Design mem_port_arbiter_flat, sky130hd; sources not shown.
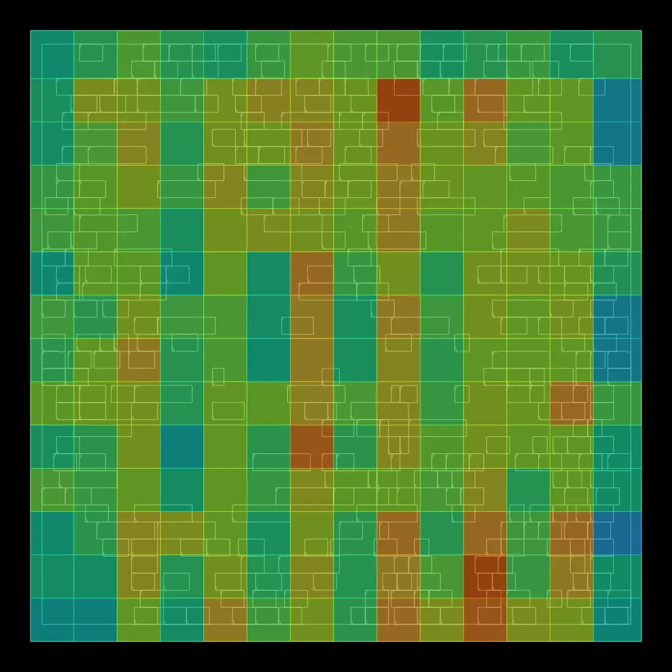
final_congestion.png
GR Util met3: 3.02%
WL/cell: 14.0 um
GR Util met1: 16.1%

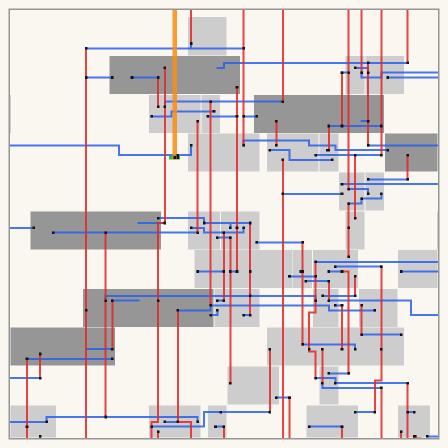
zoom.png
Region (34, 14) to (64, 44) um. Cells in grey, sequential cells in the stronger grey; small squares are vias.
legend:
  blue:
    layer: met1
  orange:
    layer: met4
  red:
    layer: met2
  green:
    layer: met3
cells with their middle in the window: 33
sequential cells in the window: 5
most frequent: dfrtp_1 (5), inv_1 (4)

==> summary.rpt <==
FLOW METRICS REPORT
----------------------------------------------------
[Worst hold path]
  Min-Delay Path Class ........................ in -> async

[Pwr]
  Total power density per cell area ........................ ~500 nW/um2
  Power group with the highest consumption ........................ combinational logic
  Net switching share of the total power ........................ a little over a third
  Comb pwr share ........................ roughly 57%
  Int Pwr ........................ ~1300 uW
  Total power consumption of the routed design ........................ 1970 uW
  Clk power ........................ ~230 uW

[Layout]
  Most instantiated logic cell after routing ........................ sky130_fd_sc_hd__clkdlybuf4s50_1
  Util after Layout ........................ 45.5%
  ClkCell Share ........................ 2.06%
  Most frequent cells in the layout ........................ sky130_fd_sc_hd__clkdlybuf4s50_1, sky130_fd_sc_hd__mux2_2, sky130_fd_sc_hd__dfrtp_1
  Flip-flop and latch share of the layout cell area ........................ 25.4%
  Logic inverters ........................ 5
  Layout Nets ........................ 418
  Logic area ........................ 1120 um2
  Proportion of final cell area spent on non-clock buffers ........................ 40.3%
  Total of clock buffers placed in the layout ........................ 5

[Drt]
  Wire length on met1 ........................ 2630 um
  Residual antenna-violating net count after detailed routing ........................ 0
  Routed wl met3 ........................ 383 um
  Starting DRT DRC Count ........................ 56

[Worst setup path]
  Cell count along the critical path ........................ 3
  Category of the worst setup path launch point ........................ register

[Status]
  Result of the run ........................ finished, final reports clean

[Final timing]
  Endpoints failing setup ........................ 0
  Relative slew slack ........................ between 30% and 40%
  Fmax ........................ 345 MHz
  Worst Tran Pin Value ........................ 918 ps
  Worst Skew ........................ 2.58 ps
  Final hold violations ........................ 0

[Synthesis]
  Yosys Chip Area ........................ 2230 um2
  Syn Std Cell Area ........................ 2230 um2
  Cell taking the most area after synthesis ........................ sky130_fd_sc_hd__dfrtp_1
  MUX area fraction ........................ between 30% and 40%
  Cell types with the highest counts after synthesis ........................ sky130_fd_sc_hd__mux2_2, sky130_fd_sc_hd__dfrtp_1, sky130_fd_sc_hd__and3_1, sky130_fd_sc_hd__clkbuf_1, sky130_fd_sc_hd__mux2i_1
  Synthesized instance count ........................ between 150 and 200

[Floorplan]
  Num tapcells ........................ around 110
  Number of ports placed on the die boundary ........................ 159
  Number of rows created at floorplan ........................ 34
  Placeable core region ........................ 8680 um2

[CTS]
  Sinks on the clock net ........................ 40
  TritonCTS Buffers ........................ 5
  Clock tree from TritonCTS ........................ built

[Job]
  Count of warning messages emitted by the tools ........................ 26

[GRT]
  Top Usage Layer GRT ........................ met2

[Place]
  Placed insts ........................ 432

----------------------------------------------------
No activity file was given, so power comes from the tool's default toggle rates.
